===== src/rtl/quad_pkg.sv =====
// Shared state encoding, direction constants and Gray-code successor for the
// quadrature step decoder.
package quad_pkg;

    localparam logic [1:0] Q_S0 = 2'b00;
    localparam logic [1:0] Q_S1 = 2'b01;
    localparam logic [1:0] Q_S2 = 2'b11;
    localparam logic [1:0] Q_S3 = 2'b10;

    localparam logic DIR_UP = 1'b1;
    localparam logic DIR_DN = 1'b0;

    // Forward order is 00 -> 01 -> 11 -> 10 -> 00.
    function automatic logic [1:0] next_fwd(input logic [1:0] state);
        logic [1:0] nxt;
        case (state)
            Q_S0:    nxt = Q_S1;
            Q_S1:    nxt = Q_S2;
            Q_S2:    nxt = Q_S3;
            default: nxt = Q_S0;
        endcase
        return nxt;
    endfunction

endpackage


===== src/rtl/quad_debounce_ch.sv =====
// One quadrature channel: synchroniser chain followed by a consecutive-cycle
// debouncer. While load is high the settled value tracks the synchroniser.
module quad_debounce_ch #(
    parameter int SYNC_STAGES     = 2,
    parameter int DEBOUNCE_CYCLES = 4,
    parameter int CNT_W           = 3
) (
    input  logic clk,
    input  logic rst,
    input  logic raw,
    input  logic load,
    output logic settled
);

    localparam logic [CNT_W-1:0] CNT_LAST = CNT_W'(DEBOUNCE_CYCLES - 1);

    logic [SYNC_STAGES-1:0] sync;
    logic [CNT_W-1:0]       cnt;
    logic                   synced;

    assign synced = sync[SYNC_STAGES-1];

    always_ff @(posedge clk or negedge rst) begin
        if (!rst) begin
            sync    <= '0;
            cnt     <= '0;
            settled <= 1'b0;
        end else begin
            sync <= {sync[SYNC_STAGES-2:0], raw};
            if (load) begin
                settled <= synced;
                cnt     <= '0;
            end else if (synced == settled) begin
                cnt <= '0;
            end else if (cnt == CNT_LAST) begin
                // Last of the required consecutive differing cycles.
                settled <= ~settled;
                cnt     <= '0;
            end else begin
                cnt <= cnt + CNT_W'(1);
            end
        end
    end

endmodule


===== src/rtl/quad_step_decoder.sv =====
// Quadrature front end: debounced channels, Gray-code step decode producing a
// one-cycle enable with direction, and an error pulse on double transitions.
module quad_step_decoder
    import quad_pkg::*;
#(
    parameter int SYNC_STAGES     = 2,
    parameter int DEBOUNCE_CYCLES = 4,
    parameter int CNT_W           = 3
) (
    input  logic clk,
    input  logic rst,
    input  logic qa,
    input  logic qb,
    output logic e,
    output logic x,
    output logic err,
    output logic armed
);

    localparam int ARM_EDGES = SYNC_STAGES + DEBOUNCE_CYCLES;
    localparam int ARM_W     = $clog2(ARM_EDGES);
    localparam logic [ARM_W-1:0] ARM_LAST = ARM_W'(ARM_EDGES - 1);

    logic             a_settled;
    logic             b_settled;
    logic             load;
    logic [1:0]       cur;
    logic [1:0]       prev;
    logic [ARM_W-1:0] arm_cnt;
    logic             same;
    logic             step_up;
    logic             step_dn;

    assign load = ~armed;

    quad_debounce_ch #(
        .SYNC_STAGES    (SYNC_STAGES),
        .DEBOUNCE_CYCLES(DEBOUNCE_CYCLES),
        .CNT_W          (CNT_W)
    ) u_ch_a (
        .clk    (clk),
        .rst    (rst),
        .raw    (qa),
        .load   (load),
        .settled(a_settled)
    );

    quad_debounce_ch #(
        .SYNC_STAGES    (SYNC_STAGES),
        .DEBOUNCE_CYCLES(DEBOUNCE_CYCLES),
        .CNT_W          (CNT_W)
    ) u_ch_b (
        .clk    (clk),
        .rst    (rst),
        .raw    (qb),
        .load   (load),
        .settled(b_settled)
    );

    always_comb begin
        cur     = {a_settled, b_settled};
        same    = (cur == prev);
        step_up = (cur == next_fwd(prev));
        step_dn = (prev == next_fwd(cur));
    end

    always_ff @(posedge clk or negedge rst) begin
        if (!rst) begin
            arm_cnt <= '0;
            armed   <= 1'b0;
            prev    <= Q_S0;
            e       <= 1'b0;
            x       <= DIR_DN;
            err     <= 1'b0;
        end else if (!armed) begin
            e   <= 1'b0;
            err <= 1'b0;
            // Settling window: prev is taken from whatever the inputs settled to,
            // so a non-zero start position does not look like a step.
            if (arm_cnt == ARM_LAST) begin
                armed <= 1'b1;
                prev  <= cur;
            end else begin
                arm_cnt <= arm_cnt + ARM_W'(1);
            end
        end else begin
            prev <= cur;
            e    <= step_up | step_dn;
            err  <= ~(same | step_up | step_dn);
            if (step_up) begin
                x <= DIR_UP;
            end else if (step_dn) begin
                x <= DIR_DN;
            end
        end
    end

endmodule


===== config.mk =====
export PLATFORM = sky130hd
export DESIGN_NAME = quad_step_decoder
export DESIGN_NICKNAME = d
export VERILOG_FILES = /design/src/rtl/quad_pkg.sv /design/src/rtl/quad_debounce_ch.sv /design/src/rtl/quad_step_decoder.sv
export SDC_FILE = /design/constraint.sdc
export NUM_CORES = 1
export LEC_CHECK = 0
export CAP_MARGIN = 30
export CORE_MARGIN = 5
export CORE_UTILIZATION = 30
export CTS_CLUSTER_SIZE = 10
export DETAILED_ROUTE_END_ITERATION = 16
export SYNTH_ARGS = -nofsm -noshare
export SYNTH_HDL_FRONTEND = slang
export SYNTH_HIERARCHICAL = 1
export SYNTH_SLANG_ARGS = --single-unit

===== constraint.sdc =====
create_clock -name clk -period 1.27 [get_ports clk]
set_input_delay 0.127 -clock clk [delete_from_list [all_inputs] [get_ports clk]]
set_output_delay 0.127 -clock clk [all_outputs]
set_load 0.05 [all_outputs]

==> flow_summary.yaml, run 1 <==
# generated from flow reports
timing:
  worst_pin_slew_ns: 0.262
  fmax_ghz: 0.814
  rsz0062_at_grt: "true"
  setup-tns-final_ns: 0
  setup_viol: 0
  skew_ns: 0.00424
  maxSlewHeadroom: 0.825
  finalCritPeriodShare: 0.968
floorplan:
  ioPinCount: 8
  rows: 19
  die_area_um2: 4020
  die_w_um: 63.4
  fp_util: 0.313
cts:
  clock_latency_ns: 0.29
  clk_pin_slew_ns: 0.11
  htreeDepth: 1
  root_buffer: "clkbuf_4"
  clockBufferDepth: 2
  cts-hold-fix-buffers: 0
  numCtsBuffers: 3
  cts_sinks: 21
  tritoncts: "built"
yosys:
  ys_ff: 21
  ys_warn_count: 6
  yosys_area_um2: 856
  yosys.area.top_type_share: 0.614
  ys_types: 19
  syn_area_per_cell_um2: 12.8
  yosys_cells: 67
  largest_area_cell: "dfrtp_1"
  ys_seq_frac: 0.614
  topCellsByArea: "dfrtp_1 61%, ha_1 5.8%, xnor2_1 5.1%"
  synth_area_um2: 856
status:
  status: "finished clean"
worst_setup_path:
  reg2reg_depth: 4
  cp-end-kind: "register"
  required_ns: 1.46
  crit_slowest_cell: "dfrtp_1"
  path_cells: "ha_2 -> nor2b_4 -> nor2_2 -> mux2_4"
  worstSetupPathType: "reg2reg"
  crit_fanout: 3
  rr_startpoint: "u_ch_b/cnt[0]"
  r2r_end: "u_ch_b/settled"
power_and_ir_drop:
  p_int_uw: 1480
  pwr-share-clk: 0.135
  power_density_nw_per_um2: 2130
  seqPwrFrac: 0.454
  switching_power_uw: 779
  power.leakage_uw: 0.000462
  comb_power_share: 0.411
  p_sw_frac: 0.344
global_routing:
  grt_max_degree: 22
  antenna_found_initial: 0
  grt_pass1_wl_mm: 2.11
  use_met1: 0.0792
  grtUsageMet2: 0.104
  busiest_layer: "met2"
  grt_overflow: 0
  first_global_vias: 526
finish:
  layout_top_cells: "20 x dfrtp_1, 7 x nand2_1, 5 x xnor2_1"
  mostFrequentLayoutCell: "dfrtp_1"
  area_growth_pct: 24.0
  comb_area_um2: 333
  fillers: 262
  final_layout_size_suffix_gt1_frac: 0.275
  diodes: 0
  seqCellArea_um2: 527
  stdcell_count: 111
detailed_routing:
  viasPerCell: 4.47
  drtIter0Drc: 12
  ant_nets: 0
  drcViolationCount: 0
place:
  port_buffers: 7
  dp.cells: 106
  gp_congestion: 0.670
job:
  warning_count: 28
  drv_cap: 0
worst_hold_path:
  min-delay-path-class: "in2async"
## run 1: routing by layer
metal	up-vias	routed length, um
met5	-	0
met2	8	520
met3	2	53
met1	236	563
met4	0	13
li1	250	-
## run 1: sequential cells by signal, summed over array words and instances (netlist names), 2 cells and up
register,cells
arm_cnt,3
prev,2
u_ch_a/sync,2
u_ch_a/cnt,3
u_ch_b/sync,2
u_ch_b/cnt,3
## run 1: per-stage QoR
| step | total power (uW) | util | cell area [um^2] | setup WS [ns] | hold WS (ns) |
|---|---|---|---|---|---|
| 2_1_floorplan | 1630 | - | 857 | 0.0538 | -0.169 |
| 3_3_place_gp | 1930 | 0.371 | 1010 | 0.0138 | 0.334 |
| 3_5_place_dp | 1950 | 0.371 | 1010 | -0.0102 | 0.339 |
| 4_1_cts | 2270 | 0.382 | 1040 | 0.00614 | 0.153 |
| 5_1_grt | 2450 | 0.388 | 1060 | -0.00800 | 0.167 |
| 6_report | 2260 | 0.388 | 1060 | 0.0410 | 0.153 |
## run 1: power by group through the flow
| stage | clock network (uW) | registers (uW) | logic (uW) |
|---|---|---|---|
| finish | 305 | 1030 | 930 |
| global route | 350 | 1050 | 1040 |
| CTS | 325 | 1030 | 917 |
| detailed placement | 0 | 1040 | 914 |
| global placement | 0 | 1030 | 895 |
| floorplan | 0 | 1140 | 489 |
## run 1: area by class of cell
type | count | share of cell area
sequential | 21 | 0.496
multi-input combinational | 43 | 0.314
timing repair buffer | 9 | 0.118
tap | 31 | 0.0366
clock buffer | 4 | 0.0248
inverter | 3 | 0.0106
## run 1: kinds of logic (layout without fill, tap and decap cells)
family                     after synthesis  after routing  synth area share
adders and majority gates                4              4            0.0585
AOI/OAI and AO/OA                        7              7            0.0468
muxes                                    2              2            0.0263
xor gates and xnor gates                 8              8            0.0906
buffers and inverters                    3             16            0.0132
and+or+nand+nor                         22             22             0.151
DFF                                     21             21             0.614
## run 1: what timing repair did
action,CTS,global route
cloned,0,0
pin swaps,0,4
gates resized,2,3
endpoints found under the setup margin,2,3
setup buffers,0,1
## run 1: worst max-delay path, delay by kind of cell (launching register included)
kind	cells	cell delay, ns
simple gates	2	0.25
fa+ha+maj	1	0.18
mux	1	0.30
flops	1	0.40
## run 1: cell usage after synthesis
master    number
nand2b_1       2
a21oi_1        3
nor2b_1        1
a31oi_1        1
nor2b_4        2
mux2_2         2
inv_1          1
ha_1           4
xnor2_2        1
a21oi_2        1
dfrtp_1       21
nor3_1         3
nand2_1        7
xnor2_1        5
o21ai_1        2
nor2_1         3
xor2_1         2
nor3b_1        4
inv_2          2
## run 1: worst max-delay path by stage
stage / endpoint / start / cells after the start / slack (ns)
after CTS: u_ch_b/settled / u_ch_b/cnt[0] / 4 / 0.006
after global routing: u_ch_b/settled / u_ch_b/cnt[0] / 4 / -0.008
final: u_ch_b/settled / u_ch_b/cnt[0] / 4 / 0.04
after floorplan: u_ch_a/settled / u_ch_a/cnt[0] / 4 / 0.05
after global placement: u_ch_b/settled / u_ch_b/cnt[0] / 4 / 0.01
after detailed placement: u_ch_b/settled / u_ch_b/cnt[0] / 4 / -0.01
Figure 1. Wiring heat map (run 1).
Scale: 6 px per um. 13 x 13 tiles, from black (low) to pale yellow (high), scaled to the fullest tile. Values are wire area over tile area, all layers added.
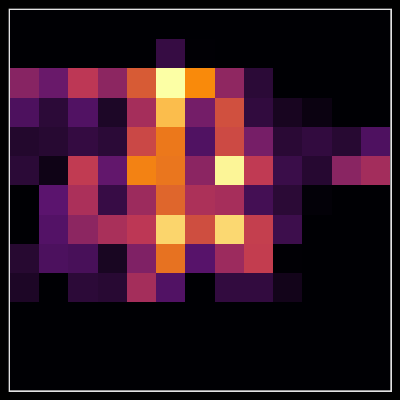
The densest ninth of the die: middle. The emptiest ninth of the die: bottom right. 12% of the tiles are over half the peak. 52% of the tiles are nearly empty.
total wire length: 1.15 mm
routed wire length per instance: 10.4 um
vias: 496
total global-route track usage: 0.0666

Figure 2. Sizing map (run 1).
Scale: 8 px per um.
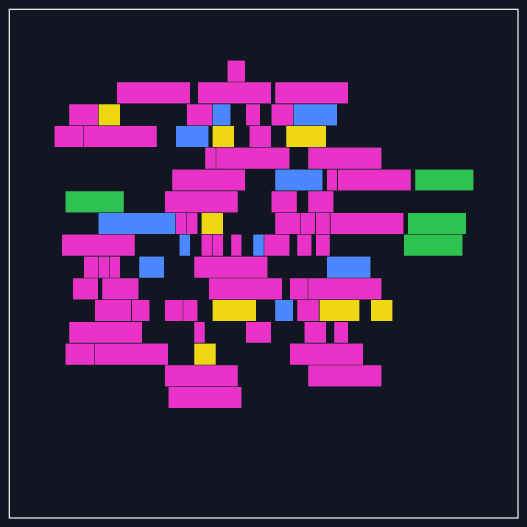
Green stands for x6 and larger, cells 4, share 5.0%. Blue stands for x2, cells 10, share 13%. Yellow stands for x3 and x4, cells 8, share 10%. Magenta stands for x1 and smaller, cells 58, share 73%.
cell area after layout: 1060 um^2
Non-Clock Buffer Count: 9
Final WS setup: 0.0410 ns

Figure 3. Metal 3 (run 1).
Scale: 8 px per um.
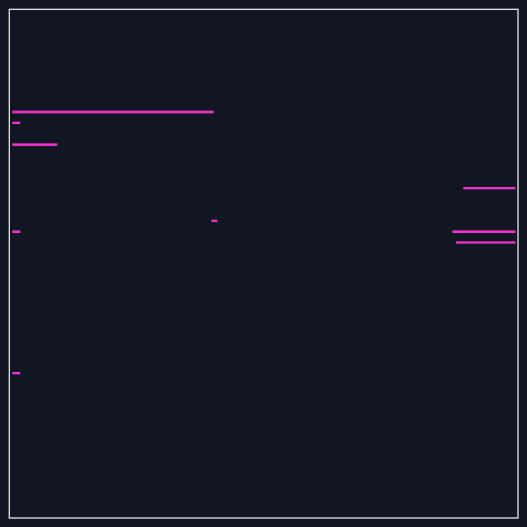
The layer carries 53.4 um of wire. 8 nets have wire on it. The longest straight run is 24.8 um. The wires run mostly horizontal.
GR Util met3: 0.0160

## Run 2: what changed since run 1
==> constraint.sdc (replaced) <==
create_clock -name clk -period 1.35 [get_ports clk]
set_input_delay 0.135 -clock clk [delete_from_list [all_inputs] [get_ports clk]]
set_output_delay 0.135 -clock clk [all_outputs]
set_load 0.05 [all_outputs]
Figure 4. Sizing map (run 2).
Scale: 8 px per um.
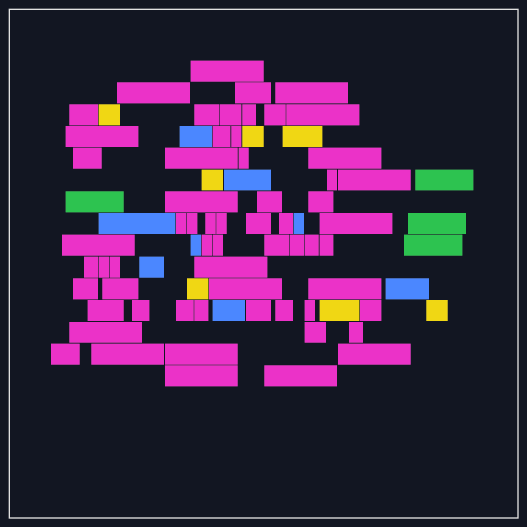
Yellow stands for x3 and x4, cells 7, share 8.8%. Magenta stands for x1 and smaller, cells 61, share 76%. Green stands for x6 and larger, cells 4, share 5.0%. Blue stands for x2, cells 8, share 10%.

==> flow_summary.yaml, run 2 <==
# generated from flow reports
timing:
  skew_ns: 0.00237
  finalCritPeriodShare: 0.948
  final_hold_viol_count: 0
  setup-tns-final_ns: 0
  setup_viol: 0
  maxSlewHeadroom: 0.830
  worst_pin_slew_ns: 0.255
  fmax_ghz: 0.782
  rsz0062_at_grt: "false"
power_and_ir_drop:
  p_total_uw: 2120
  power.leakage_uw: 0.000457
  power_density_nw_per_um2: 2020
cts:
  clock_latency_ns: 0.29
  clockBufferDepth: 2
  tritoncts: "built"
  root_buffer: "clkbuf_4"
  htreeDepth: 1
  clk_pin_slew_ns: 0.11
  numCtsBuffers: 3
  cts_sinks: 21
detailed_routing:
  drtIter0Drc: 7
  ant_nets: 0
  viasPerCell: 4.38
  top_layer: "met3"
  m1WireLength_um: 599
  avgRoutedWirePerCell_um: 10.1
  wl_mm: 1.12
  drcViolationCount: 0
  met3_length_um: 48
  dr_total_vias: 486
  route.met2.wl_um: 472
floorplan:
  die_w_um: 63.4
  fp_util: 0.313
  ioPinCount: 8
  rows: 19
yosys:
  ys_types: 19
  ys_seq_frac: 0.614
  flop_cell: "dfrtp_1"
  ys_warn_count: 6
  yosys_cells: 67
  topCellsByArea: "dfrtp_1 61%, ha_1 5.8%, xnor2_1 5.1%"
  syn_area_per_cell_um2: 12.8
  yosys_area_um2: 856
  yosysMostFrequentCell: "dfrtp_1"
  common_cells: "21 x dfrtp_1, 7 x nand2_1, 5 x xnor2_1"
  async_flop_share: 1.00
  largest_area_cell: "dfrtp_1"
  edf_count: 0
  ys_ff: 21
  synth_area_um2: 856
  fp_nets: 75
  yosys.area.top_type_share: 0.614
finish:
  reg_top3: "arm_cnt: 3 flops, u_ch_a/cnt: 3 flops, u_ch_b/cnt: 3 flops"
  mostFrequentLayoutCell: "dfrtp_1"
  comb_area_um2: 322
  seqCellArea_um2: 527
  layout_top_cells: "20 x dfrtp_1, 7 x nand2_1, 5 x xnor2_1"
  fillers: 260
  diodes: 0
  final_layout_size_suffix_gt1_frac: 0.238
  area_growth_pct: 22.7
place:
  port_buffers: 7
  gp_congestion: 0.665
worst_setup_path:
  cpLargestDelayFamily: "flip-flops"
  cpPeakStageDelay_ns: 0.39
  cp-end-kind: "register"
  required_ns: 1.54
  rr_startpoint: "u_ch_a/cnt[0]"
  reg2reg_depth: 4
  worst-path-buf-inv: 0
  startpoint_type: "register"
  r2r_end: "u_ch_a/settled"
  worstSetupPathType: "reg2reg"
  crit_slowest_cell: "dfrtp_1"
  path_cells: "ha_1 -> nor2b_4 -> nor2_1 -> mux2_2"
  crit_fanout: 3
global_routing:
  first_global_vias: 525
  grt_overflow: 0
  grt_max_degree: 22
  antenna_found_initial: 0
  grt_usage: 0.0683
  grt_pass1_wl_mm: 2.25
worst_hold_path:
  min-delay-path-class: "in2async"
job:
  warning_count: 27
  drv_cap: 0
status:
  status: "finished clean"
Figure 5. Cells coloured by instance (run 2).
Scale: 6 px per um. Other cells in grey.
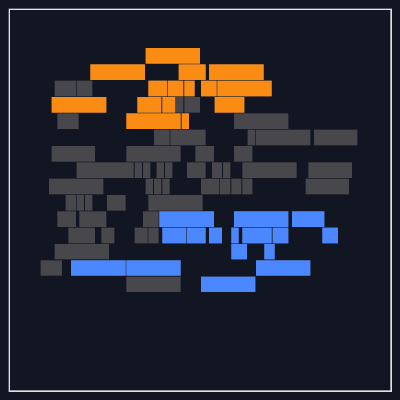
Blue stands for u_ch_b, cells 16. Orange stands for u_ch_a, cells 15, where top middle.
chip area: 4020 um^2
final non-filler cell total: 111

run 2: cell count changes in the layout (fill, tap and decap cells not counted):
cell	delta
nor2_1	+2
nor2_2	-2
ha_1	+1
ha_2	-1
mux2_2	+1
mux2_4	-1
run 2: worst max path at each step:
stage                  startpoint        endpoint  cells after the start
finish              u_ch_a/cnt[0]  u_ch_a/settled                      4
CTS                 u_ch_b/cnt[0]  u_ch_b/settled                      4
detailed placement  u_ch_b/cnt[0]  u_ch_b/settled                      4
floorplan           u_ch_a/cnt[0]  u_ch_a/settled                      4
global route        u_ch_a/cnt[0]  u_ch_a/settled                      4
global placement    u_ch_b/cnt[0]  u_ch_b/settled                      4
run 2: timing repair:
item / in CTS / in global routing
endpoints found under the setup margin: 0 / 1
hold endpoints to repair: 0 / 0
resized: 0 / 1
setup buffers: 0 / 1
hold buffers: 0 / 0
run 2: layout make-up:
type / count / share of cell area
repair buffers: 9 / 0.119
clock buffers: 4 / 0.0250
multi-input cells: 43 / 0.306
flip-flops and latches: 21 / 0.502
well taps: 31 / 0.0369
inverters: 3 / 0.0107
run 2: worst register-to-register path: stages (launching register included):
cell and delay, ns:
dfrtp_1 0.39, ha_1 0.22, nor2b_4 0.14, nor2_1 0.10, mux2_2 0.33
run 2: layer usage:
| metal | global-route usage | vias up |
|---|---|---|
| met5 | 0 | - |
| met4 | 0.0234 | 0 |
| met3 | 0.0213 | 0 |
| met2 | 0.0990 | 8 |
| met1 | 0.0957 | 231 |
| li1 | - | 247 |
run 2: logic make-up after synthesis:
family          synth area share
buf+inv                   0.0132
xor+xnor                  0.0906
compound gates            0.0468
simple gates               0.151
fa+ha+maj                 0.0585
flops                      0.614
mux                       0.0263
run 2: power breakdown:
group          total, uW  switching (uW)  internal (uW)
sequential           956             159            796
clock                289             174            115
combinational        878             398            480
total               2120             731           1390
run 2: metrics by stage:
stage               std cells  hold slack [ns]   util  setup slack [ns]  cell area, um^2
detailed placement        106            0.335  0.371            0.0636             1010
CTS                       110            0.161  0.380            0.0418             1040
global route              111            0.173  0.384            0.0216             1050
global placement          106            0.334  0.371            0.0939             1010
finish                    111            0.160  0.384            0.0705             1050
floorplan                  67           -0.161      -             0.134              857
Power is estimated from default activity; no workload was simulated.
